## config.mk

```make
export PLATFORM = sky130hd
export DESIGN_NAME = payload_byte_feeder
export DESIGN_NICKNAME = d
export VERILOG_FILES = /design/src/rtl/payload_byte_feeder.sv
export SDC_FILE = /design/constraint.sdc
export NUM_CORES = 1
export LEC_CHECK = 0
export ABC_AREA = 1
export CORE_MARGIN = 4
export CORE_UTILIZATION = 31
export CTS_BUF_LIST = sky130_fd_sc_hd__clkbuf_4 sky130_fd_sc_hd__clkbuf_8
export DETAILED_ROUTE_END_ITERATION = 7
export PLACE_DENSITY = 0.6
export SLEW_MARGIN = 0
export SYNTH_ARGS = -nofsm -noshare
export SYNTH_HDL_FRONTEND = slang
export SYNTH_SLANG_ARGS = --single-unit
```

## constraint.sdc

```tcl
create_clock -name clk -period 8.9 [get_ports clk]
set_clock_uncertainty 0.15 [all_clocks]
set_input_delay 1.78 -clock clk [delete_from_list [all_inputs] [get_ports clk]]
set_output_delay 1.78 -clock clk [all_outputs]
set_load 0.05 [all_outputs]
```

## src/rtl/payload_byte_feeder.sv

```systemverilog
// AXI-Stream word to byte serialiser with sod/en/eod framing
// for the character-class decoder and engine NFAs.
module payload_byte_feeder #(
  parameter int DATA_WIDTH = 64,
  parameter int LEN_WIDTH  = 16
) (
  input  logic                      clk,
  input  logic                      rst,
  input  logic [DATA_WIDTH-1:0]     s_tdata,
  input  logic [DATA_WIDTH/8-1:0]   s_tkeep,
  input  logic                      s_tlast,
  input  logic                      s_tvalid,
  output logic                      s_tready,
  output logic [7:0]                char_out,
  output logic [7:0]                char_lc,
  output logic                      en,
  output logic                      sod,
  output logic                      eod,
  output logic [LEN_WIDTH-1:0]      pkt_len
);

  localparam int NB = DATA_WIDTH / 8;

  typedef enum logic [2:0] {
    S_IDLE,
    S_SOD,
    S_BYTES,
    S_WAIT,
    S_EOD
  } state_t;

  state_t                r_state;
  logic [DATA_WIDTH-1:0] r_wdat;
  logic [NB-1:0]         r_rkeep;
  logic                  r_rlast;
  logic [LEN_WIDTH-1:0]  r_cnt;
  logic [7:0]            r_char;
  logic [7:0]            r_lc;
  logic                  r_en;
  logic                  r_sod;
  logic                  r_eod;
  logic [LEN_WIDTH-1:0]  r_len;

  state_t                w_nstate;
  logic [DATA_WIDTH-1:0] w_nwdat;
  logic [NB-1:0]         w_nkeep;
  logic                  w_nlast;
  logic [LEN_WIDTH-1:0]  w_ncnt;
  logic [NB-1:0]         w_clr;
  logic                  w_final;
  logic                  w_acc;
  logic                  w_nen;
  logic [7:0]            w_lane;
  logic [7:0]            w_nchar;
  logic [7:0]            w_nlc;

  assign w_clr   = r_rkeep & (r_rkeep - 1'b1);
  assign w_final = (r_state == S_BYTES) && (w_clr == '0);
  assign s_tready = !rst && ((r_state == S_IDLE) ||
                             (r_state == S_WAIT) ||
                             (w_final && !r_rlast));
  assign w_acc = s_tvalid && s_tready;

  always_comb begin
    w_nstate = r_state;
    w_nwdat  = r_wdat;
    w_nkeep  = r_rkeep;
    w_nlast  = r_rlast;
    w_ncnt   = r_cnt;
    case (r_state)
      S_IDLE: begin
        if (w_acc) begin
          w_nwdat  = s_tdata;
          w_nkeep  = s_tkeep;
          w_nlast  = s_tlast;
          w_nstate = S_SOD;
        end
      end
      S_SOD: begin
        w_ncnt   = '0;
        w_nstate = S_BYTES;
      end
      S_BYTES: begin
        w_nkeep = w_clr;
        if (r_rkeep != '0 && r_cnt != '1)
          w_ncnt = r_cnt + 1'b1;
        if (w_final) begin
          if (r_rlast) begin
            w_nstate = S_EOD;
          end else if (w_acc) begin
            w_nwdat = s_tdata;
            w_nkeep = s_tkeep;
            w_nlast = s_tlast;
          end else begin
            w_nstate = S_WAIT;
          end
        end
      end
      S_WAIT: begin
        if (w_acc) begin
          w_nwdat  = s_tdata;
          w_nkeep  = s_tkeep;
          w_nlast  = s_tlast;
          w_nstate = S_BYTES;
        end
      end
      S_EOD:   w_nstate = S_IDLE;
      default: w_nstate = S_IDLE;
    endcase
  end

  // Outputs are registered, so decode what the next state will emit.
  always_comb begin
    w_lane = '0;
    for (int i = NB - 1; i >= 0; i--)
      if (w_nkeep[i]) w_lane = w_nwdat[i*8 +: 8];
    w_nen   = (w_nstate == S_BYTES) && (w_nkeep != '0);
    w_nchar = w_nen ? w_lane : 8'h00;
    w_nlc   = (w_nchar >= 8'h41 && w_nchar <= 8'h5A) ?
              w_nchar + 8'h20 : w_nchar;
  end

  always_ff @(posedge clk) begin
    if (rst) begin
      r_state <= S_IDLE;
      r_wdat  <= '0;
      r_rkeep <= '0;
      r_rlast <= 1'b0;
      r_cnt   <= '0;
      r_char  <= '0;
      r_lc    <= '0;
      r_en    <= 1'b0;
      r_sod   <= 1'b0;
      r_eod   <= 1'b0;
      r_len   <= '0;
    end else begin
      r_state <= w_nstate;
      r_wdat  <= w_nwdat;
      r_rkeep <= w_nkeep;
      r_rlast <= w_nlast;
      r_cnt   <= w_ncnt;
      r_char  <= w_nchar;
      r_lc    <= w_nlc;
      r_en    <= w_nen;
      r_sod   <= (w_nstate == S_SOD);
      r_eod   <= (w_nstate == S_EOD);
      r_len   <= (w_nstate == S_EOD) ? w_ncnt : '0;
    end
  end

  assign char_out = r_char;
  assign char_lc  = r_lc;
  assign en       = r_en;
  assign sod      = r_sod;
  assign eod      = r_eod;
  assign pkt_len  = r_len;

endmodule

```

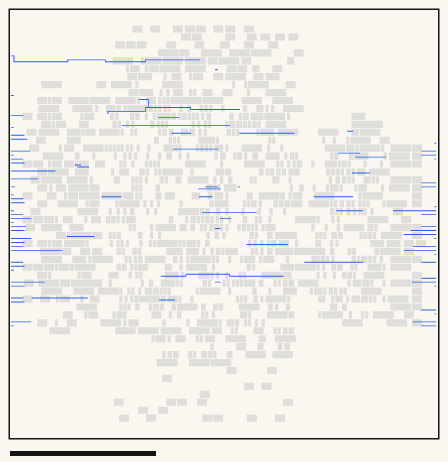
Figure 1: run 1, metal 3.
Scale bar: 50 um.
wire length on this layer: 692 um
nets with wire on the layer: 78

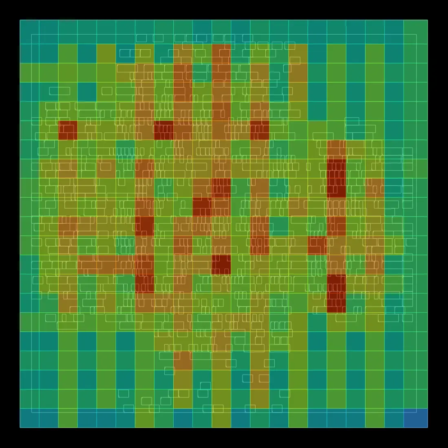
Figure 2: run 1, track usage over the die.
WL/cell: 12.8 um
grt met1 use: 18.7%

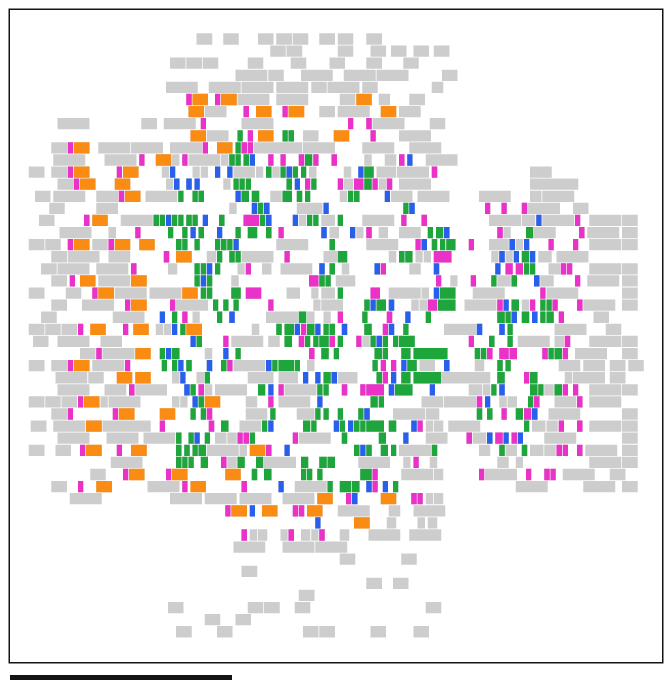
Figure 3: run 1, gate families picked out.
Scale bar: 50 um.
| colour | family | cells | most used |
|---|---|---|---|
| orange | multiplexers | 54 | mux2i_1 |
| blue | inverters | 98 | inv_1 |
| magenta | NOR gates | 162 | nor2_1 |
| green | NAND gates | 225 | nand2_1 |

==> summary.txt, run 1 <==
run metrics: CP required 9.09 ns, crit share post-route approximately 61%, Signal buf overhead ~15%, Logic cell area between 2000 and 3000 um^2, met2 GRT Util a little under a quarter, post_cts resized 0, critical path type in2reg, Yosys Instances 807, xor/xnor share 0.735%, fillers 1,954, Synth logic family simple AND/OR/NAND/NOR gates, Post-Synthesis Cells 807, CORE AREA around 19,000 um^2, nonclk inv count 98, maximum vdd drop 0.116 mV, GR Overflow Total 0, WP buf/inv 4, hpwl dp 11,200 um, worst setup margin about 3.4 ns, Post-synth seq share 41.0%, top cells by area dfxtp_1, nand2_1, nor2_1, Pwr top registers, Hold Startpoint r_state[1], DP Cell Count 1,144, Clk Latency, worst-skew pair 0.45 ns, Rows 50, switch share 32.0%, worst hold path type reg2reg, reg2reg path depth 22, DRC errors left 0, slew margin rel. 37.8%, Top cell area share 41.0%, FF-to-FF End char_lc[6], Synth Net Count 885, Total Routed Length 15,000 um, uppermost layer routed met4, syn avg cell area around 7.4 um^2, Async S/R FF share, synth 0%, OpenROAD warnings 26, startpoint types input pin, Worst Setup End Kind flop, Largest register FFs between 60 and 70, max-cap viol count 0, CTS clk-pin slew, worst paths 0.07 ns, Power Combinational 0.406 mW, worst setup path startpoint s_tvalid, Flop pwr share 37.8%, met2 wire length between 7000 and 8000 um, setup TNS 0 ns, antenna viol nets, final 0, final net count 981, bufs w/o clock 113, Met3 Wirelength between 600 and 700 um, CP Capture Point char_lc[6], CP cell instances clkdlybuf4s50_1 > nand3_4 > buf_4 > o211ai_1 > nand4_1 > o21ai_1 > inv_1 > nor3_2 > nand2_2 > nand2_2 > a21oi_1 > nand2_1 > inv_1 > ha_1 > nor2_1 > nor2_1, Clock power frac 36.0%, gr usage total 14.3%, status finished, final reports clean, CTS tree built, Pleak 3.61 nW, post-synthesis adder-cell area fraction less than 1%, yosys stat area 5960 um^2, Post-Layout Cell Count 1,176, Netlist Area Pre-Place 5960 um^2, #MultiIn Comb roughly 550, largest net degree at the start of global routing 77, initial antenna violation count 0, largest class multi-input combinational cells, I/O Pins about 110, Post-CTS Hold Buffers 0, final setup vio count 0, Top Layout Cells nand2_1, nor2_1, dfxtp_1, Worst path max stage delay roughly 0.63 ns, cell area after placement 7170 um^2, post-place setup slack 2.96 ns, met1 wire length between 7000 and 8000 um, Max Slew Vio Count 0, setup repair bufs after CTS 0, clock sink count 122, Basic Gates by Area 29.7%, TAP cells 260, Comb/total area 38.2%, Synth Flop Type dfxtp_1, fp_density 31.6%, CTS max path bufs 2, Hold Violations, Final 0, Final min period about 5.5 ns, drt first pass iters 4
Figure 4. M1 wires (run 1).
Scale bar: 50 um. Supply wires on this layer in grey.
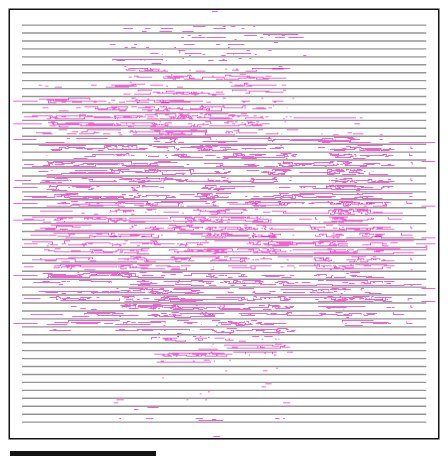

==> run 2: changes to the inputs <==
==> constraint.sdc (replaced) <==
create_clock -name clk -period 5.3 [get_ports clk]
set_clock_uncertainty 0.15 [all_clocks]
set_input_delay 1.06 -clock clk [delete_from_list [all_inputs] [get_ports clk]]
set_output_delay 1.06 -clock clk [all_outputs]
set_load 0.05 [all_outputs]
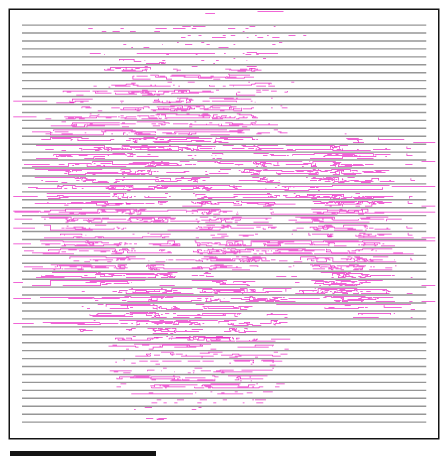
Figure 5: run 2, M1 wires.
Scale bar: 50 um. Supply wires on this layer in grey.
wire length on this layer: 7,330 um
longest straight run: 46.0 um
share of all routed wire: 49%
main direction: horizontal

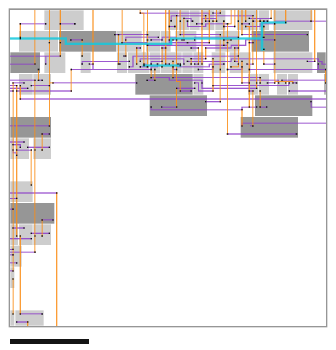
Figure 6: run 2, a small window of the routed layout.
Scale bar: 10 um. Region (90, 17) to (130, 57) um. Cells in grey, sequential cells in the stronger grey; small squares are vias.
| colour | layer |
|---|---|
| purple | met1 |
| cyan | met3 |
| orange | met2 |
sequential cells in the window: 9
cells with their middle in the window: 50
most frequent: nor2_1 (11), dfxtp_1 (9)
netlist names of flops here include: r_cnt (5), r_wdat (3)

==> summary.txt, run 2 <==
run metrics: clock sink count ~120, slew margin rel. 27.6%, setup repair bufs after CTS 0, Max Slew Vio Count 0, Worst Setup End Kind flop, largest net degree at the start of global routing 103, Logic cell area roughly 2900 um^2, CP Capture Point char_lc[6], DRC errors left 0, Basic Gates by Area 29.7%, cell area after placement 7190 um^2, met2 GRT Util around a fifth, Top Layout Cells nand2_1, nor2_1, dfxtp_1, reg2reg path depth 19, Post-Layout Cell Count 1,178, #MultiIn Comb between 500 and 600, critical path type reg2reg, met1 wire length 7330 um, Synth Net Count slightly below 900, Comb/total area 38.4%, post_cts resized 0, Largest register FFs about 64, WL/cell roughly 13 um, Hold Violations, Final 0, uppermost layer routed met4, CTS tree built, WP buf/inv 3, status finished, final reports clean, CTS clk-pin slew, worst paths 0.07 ns, crit share post-route 75.6%, worst hold path type reg2reg, Async S/R FF share, synth 0%, max-cap viol count 0, hpwl dp 11,100 um, CP cell instances inv_2 > nand2_1 > nor2_4 > nand4_1 > nor2_2 > nand4_4 > nand3_1 > nand4_1 > o21ai_1 > inv_1 > nor3_2 > nand2_2 > nand2_2 > a21oi_1 > nand2_1 > inv_1 > ha_1 > nor2_1 > nor2_1, Post-CTS Hold Buffers 0, startpoint types flop
Power figures rest on the tool's default switching activity, not on a simulated workload.
